Run 1, I/O nets highlighted:
(4 px per um)
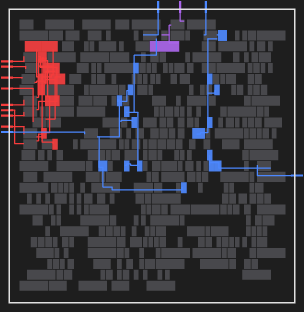
Run 1, signal wires by layer:
(8 px per um) Two of the layers only.
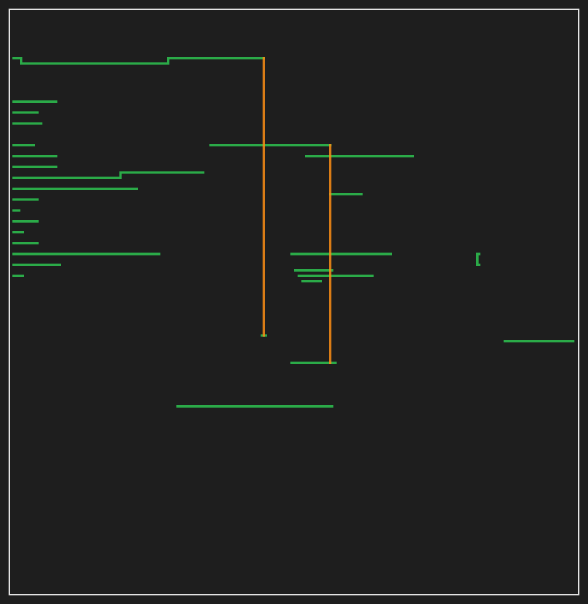
Run 1, clock routing:
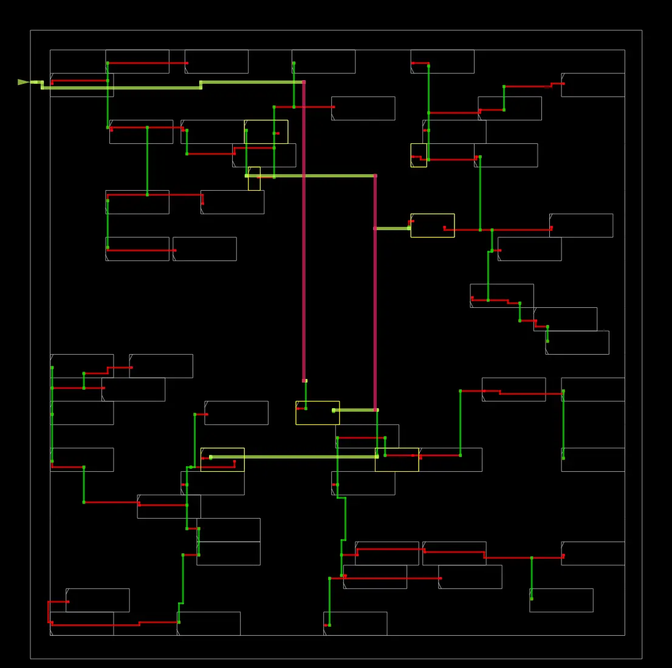
**config.mk**
```make
export PLATFORM = sky130hd
export DESIGN_NAME = lfsr_aging_arbiter
export DESIGN_NICKNAME = d
export VERILOG_FILES = /design/src/rtl/lfsr_aging_arbiter.sv
export SDC_FILE = /design/constraint.sdc
export NUM_CORES = 1
export LEC_CHECK = 0
export ABC_AREA = 1
export CORE_AREA = 2 2 69 71
export CTS_CLUSTER_SIZE = 24
export DETAILED_ROUTE_END_ITERATION = 8
export DIE_AREA = 0 0 71 73
export PLACE_DENSITY_LB_ADDON = 0.05
export SLEW_MARGIN = 15
export SYNTH_ARGS = -nofsm -noshare
export SYNTH_HDL_FRONTEND = slang
export SYNTH_SLANG_ARGS = --single-unit
export TNS_END_PERCENT = 5
```
**constraint.sdc**
```tcl
create_clock -name clk -period 5.4 [get_ports clk]
set_input_delay 0.54 -clock clk [delete_from_list [all_inputs] [get_ports clk]]
set_output_delay 0.54 -clock clk [all_outputs]
set_load 0.01 [all_outputs]
```
**src/rtl/lfsr_aging_arbiter.sv**
```systemverilog
// Random-priority N-way arbiter: an 8-bit LFSR picks the scan start, and per-requester aging forces starved grants.
// Optional ARB_LOCK_EN adds a lock input that freezes the hold countdown while the holder keeps requesting.
module lfsr_aging_arbiter #(
    parameter int unsigned NUM_REQS   = 4,
    parameter int unsigned GRANT_HOLD = 4,
    parameter int unsigned MAX_WAIT   = 16
) (
    input  logic                clk,
    input  logic                rst_n,
    input  logic [7:0]          lfsr_seed,
    input  logic                seed_load,
    input  logic [NUM_REQS-1:0] req,
`ifdef ARB_LOCK_EN
    input  logic                lock,
`endif
    output logic [NUM_REQS-1:0] grant,
    output logic                grant_valid,
    output logic                starve_grant,
    output logic [7:0]          lfsr_state
);

    localparam int unsigned CNT_W  = 8;
    localparam int unsigned IDX_W  = $clog2(NUM_REQS);
    localparam int unsigned HOLD_W = (GRANT_HOLD > 1) ? $clog2(GRANT_HOLD) : 1;

    typedef enum logic {IDLE, HOLD} state_e;

    state_e              state_q;
    logic [HOLD_W-1:0]   hold_cnt_q;
    logic [CNT_W-1:0]    wait_q [NUM_REQS];
    logic [CNT_W-1:0]    wait_d [NUM_REQS];
    logic [7:0]          lfsr_q, lfsr_d, seed_map;
    logic [NUM_REQS-1:0] grant_q, sel_d;
    logic                grant_valid_q, starve_q, starve_d;
    logic                lock_w, holder_req, arb, found;
    int unsigned         start, idx;

`ifdef ARB_LOCK_EN
    assign lock_w = lock;
`else
    assign lock_w = 1'b0;
`endif

    assign seed_map   = (lfsr_seed == 8'h00) ? 8'h01 : lfsr_seed;
    assign lfsr_d     = seed_load ? seed_map
                                  : {lfsr_q[6:0], lfsr_q[7] ^ lfsr_q[5] ^ lfsr_q[4] ^ lfsr_q[3]};
    assign holder_req = |(req & grant_q);
    // A locked holder with its req still high never reaches a decision point.
    assign arb        = (state_q == IDLE) || !holder_req || ((hold_cnt_q == '0) && !lock_w);

    // Aging winner first (lowest index), otherwise LFSR-seeded round scan.
    always_comb begin
        sel_d    = '0;
        starve_d = 1'b0;
        found    = 1'b0;
        start    = 32'(lfsr_q[2:0]) % NUM_REQS;
        idx      = 0;
        for (int unsigned i = 0; i < NUM_REQS; i++) begin
            if (!found && req[IDX_W'(i)] && (wait_q[IDX_W'(i)] >= CNT_W'(MAX_WAIT))) begin
                sel_d[IDX_W'(i)] = 1'b1;
                starve_d         = 1'b1;
                found            = 1'b1;
            end
        end
        for (int unsigned k = 0; k < NUM_REQS; k++) begin
            idx = (start + k) % NUM_REQS;
            if (!found && req[IDX_W'(idx)]) begin
                sel_d[IDX_W'(idx)] = 1'b1;
                found              = 1'b1;
            end
        end
    end

    // Wait counters count cycles spent requesting without holding the grant.
    always_comb begin
        for (int unsigned i = 0; i < NUM_REQS; i++) begin
            if (!req[IDX_W'(i)] || grant_q[IDX_W'(i)]) begin
                wait_d[IDX_W'(i)] = '0;
            end else if (wait_q[IDX_W'(i)] != {CNT_W{1'b1}}) begin
                wait_d[IDX_W'(i)] = wait_q[IDX_W'(i)] + CNT_W'(1);
            end else begin
                wait_d[IDX_W'(i)] = wait_q[IDX_W'(i)];
            end
        end
    end

    always_ff @(posedge clk) begin
        if (!rst_n) begin
            state_q       <= IDLE;
            hold_cnt_q    <= '0;
            wait_q        <= '{default: '0};
            grant_q       <= '0;
            grant_valid_q <= 1'b0;
            starve_q      <= 1'b0;
            lfsr_q        <= seed_map;
        end else begin
            lfsr_q <= lfsr_d;
            wait_q <= wait_d;
            if (arb) begin
                grant_q       <= sel_d;
                grant_valid_q <= |sel_d;
                starve_q      <= starve_d;
                if (|sel_d) begin
                    state_q    <= HOLD;
                    hold_cnt_q <= HOLD_W'(GRANT_HOLD - 1);
                end else begin
                    state_q    <= IDLE;
                    hold_cnt_q <= '0;
                end
            end else if (!lock_w) begin
                hold_cnt_q <= hold_cnt_q - HOLD_W'(1);
            end
        end
    end

    assign grant        = grant_q;
    assign grant_valid  = grant_valid_q;
    assign starve_grant = starve_q;
    assign lfsr_state   = lfsr_q;

endmodule

```
==> summary.txt, run 1 <==
fresh numbers from the pnr run: sequential share of power=50.6%, Layout fillers=407, peak supply drop=163.9 uV, design area=0.003010 sq mm, worst hold path depth=1, most frequent cells after synthesis=inv_1 (62), dfxtp_1 (48), nor2_1 (46), clock power share=25.4%, crit path DAT=2.38 ns, Async SR Flop Fraction=0%, max_cap viols=0, H-Tree Depth=2, status=finished, final reports clean, Logic area=0.001363 sq mm, Final GP Congestion=0.8223, final non-filler cell total=446, Main logic family=simple AND/OR/NAND/NOR gates, Resize count post-CTS=0, flop2flop setup slack=3.31 ns, class of the worst hold path=register to register, Top Layout Cells=inv_1 (62), dfxtp_1 (48), nor2_1 (46), nand2_1 (42), o21ai_0 (29), die width=71 um, Placed Cells=439, start point of the worst hold path=wait_q[10]$_SDFFE_PP0P_, CP max stage delay=0.51 ns, FFs & Latches=48
-- 'I/O nets highlighted' (at the start) --
Key: red = lfsr_seed [direction input, end cells 10, buffers 8, wire 181 um]; purple = starve_grant [direction output, end cells 1, buffers 1, wire 12.5 um]; blue = req [direction input, end cells 17, buffers 4, wire 200 um]
# IOs: 29
PortBufs: 28

-- 'signal wires by layer' (at the start) --
Key: orange = met4 [wire length 61.9 um]; green = met3 [wire length 229 um]
Vias: 2318
per-cell routed wire length: 11.52 um
total wire length after detailed routing: 5.136 mm
total track usage: 21.04%

-- 'clock routing' (at the start) --
# clk buffers: 6
Setup Skew: 0.003448 ns
P_clk: 199 uW

run 1: how the worst max path moves through the flow:
stage	end	start	depth (start not counted)	slack, ns
global placement	hold_cnt_q[1]$_SDFF_PN0_	req[1]	13	2.98
finish	hold_cnt_q[1]$_SDFF_PN0_	req[1]	13	3.26
floorplan	hold_cnt_q[0]$_SDFF_PN0_	lfsr_state[0]$_DFF_P_	13	3.57
detailed placement	wait_q[18]$_SDFFE_PP0P_	rst_n	6	2.97
global route	hold_cnt_q[0]$_SDFF_PN0_	req[1]	13	3.11
CTS	wait_q[18]$_SDFFE_PP0P_	rst_n	6	3.28
run 1: cells by family after synthesis:
logic type                 after synthesis
and+or+nand+nor                        145
AOI/OAI and AO/OA                       68
buffers and inverters                   70
DFF                                     48
muxes                                    7
adders and majority gates               13
xor gates and xnor gates                 7
--- run 2 (diff from run 1) ---
--- a/config.mk
+++ b/config.mk
@@ -6,10 +6,10 @@
 export NUM_CORES = 1
 export LEC_CHECK = 0
 export ABC_AREA = 1
-export CORE_AREA = 2 2 69 71
+export CORE_AREA = 2 2 71 73
 export CTS_CLUSTER_SIZE = 24
 export DETAILED_ROUTE_END_ITERATION = 8
-export DIE_AREA = 0 0 71 73
+export DIE_AREA = 0 0 73 75
 export PLACE_DENSITY_LB_ADDON = 0.05
 export SLEW_MARGIN = 15
 export SYNTH_ARGS = -nofsm -noshare
==> constraint.sdc (replaced) <==
create_clock -name clk -period 2 [get_ports clk]
set_input_delay 0.2 -clock clk [delete_from_list [all_inputs] [get_ports clk]]
set_output_delay 0.2 -clock clk [all_outputs]
set_load 0.01 [all_outputs]
Run 2, met2 routing:
(4 px per um) Cells faint in the background.
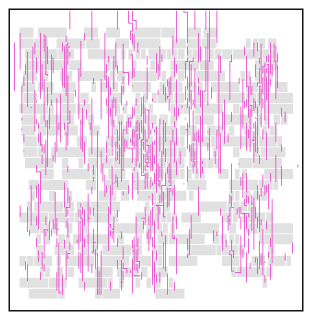
346 nets have wire on it. The wires run mostly vertical. The layer holds 46% of the routed length.
total wire length after detailed routing: 5.127 mm
Vias: 2405
GR Util met2: 34.33%

==> summary.txt, run 2 <==
fresh numbers from the pnr run: status=finished, final reports clean, Layout fillers=418 (+2.7%), Logic area=0.001363 sq mm (unchanged), PortBufs=28 (unchanged), Congestion Overflow GR=0, Placed Cells=449 (+2.3%), sequential share of power=48.4% (-2.2 points), # IOs=29 (unchanged), # clk buffers=6 (unchanged), final non-filler cell total=457 (+2.5%), Comb power frac=24.8%, Flop area=960.9 sq um, TritonCTS clock tree=yes, DR WL met3=307 um, Syn. warnings=0, Main logic family=simple AND/OR/NAND/NOR gates, crit path DAT=2.02 ns (-0.36 ns), Largest Register=wait_q, Total Nets Final=430, CP max stage delay=0.58 ns (+0.07 ns), total track usage=20.48% (-0.57 points), Async SR Flop Fraction=0% (unchanged), ys cells=358, vias per cell=5.263, design area=0.003100 sq mm (+3.0%), class of the worst hold path=register to register, die width=73 um (+2.8%), Setup Skew=0.006111 ns (+0.002662 ns), most used cell, CP=nor2_1, Top Layout Cells=inv_1 (62), dfxtp_1 (48), nor2_1 (46), nand2_1 (42), o21ai_0 (29), peak supply drop=328.8 uV (+100%), switching share of total power=29.59%, max_cap viols=0 (unchanged), Resize count post-CTS=0 (unchanged), H-Tree Depth=2 (unchanged), clock power share=26.7% (+1.3 points), FFs & Latches=48 (unchanged), Largest register FFs=32
## run 2: path summary, 6_finish.rpt
kind | depth (start not counted) | from | to | slack (ns)
setup / recovery | 13 | req[3] | hold_cnt_q[1]$_SDFF_PN0_ | 0.22
hold reg to reg | 2 | lfsr_state[2]$_DFF_P_ | lfsr_state[3]$_DFF_P_ | 0.47
setup reg to reg | 13 | lfsr_state[0]$_DFF_P_ | hold_cnt_q[1]$_SDFF_PN0_ | 0.25
hold / removal | 2 | lfsr_state[2]$_DFF_P_ | lfsr_state[3]$_DFF_P_ | 0.47
Power figures rest on the tool's default switching activity, not on a simulated workload.
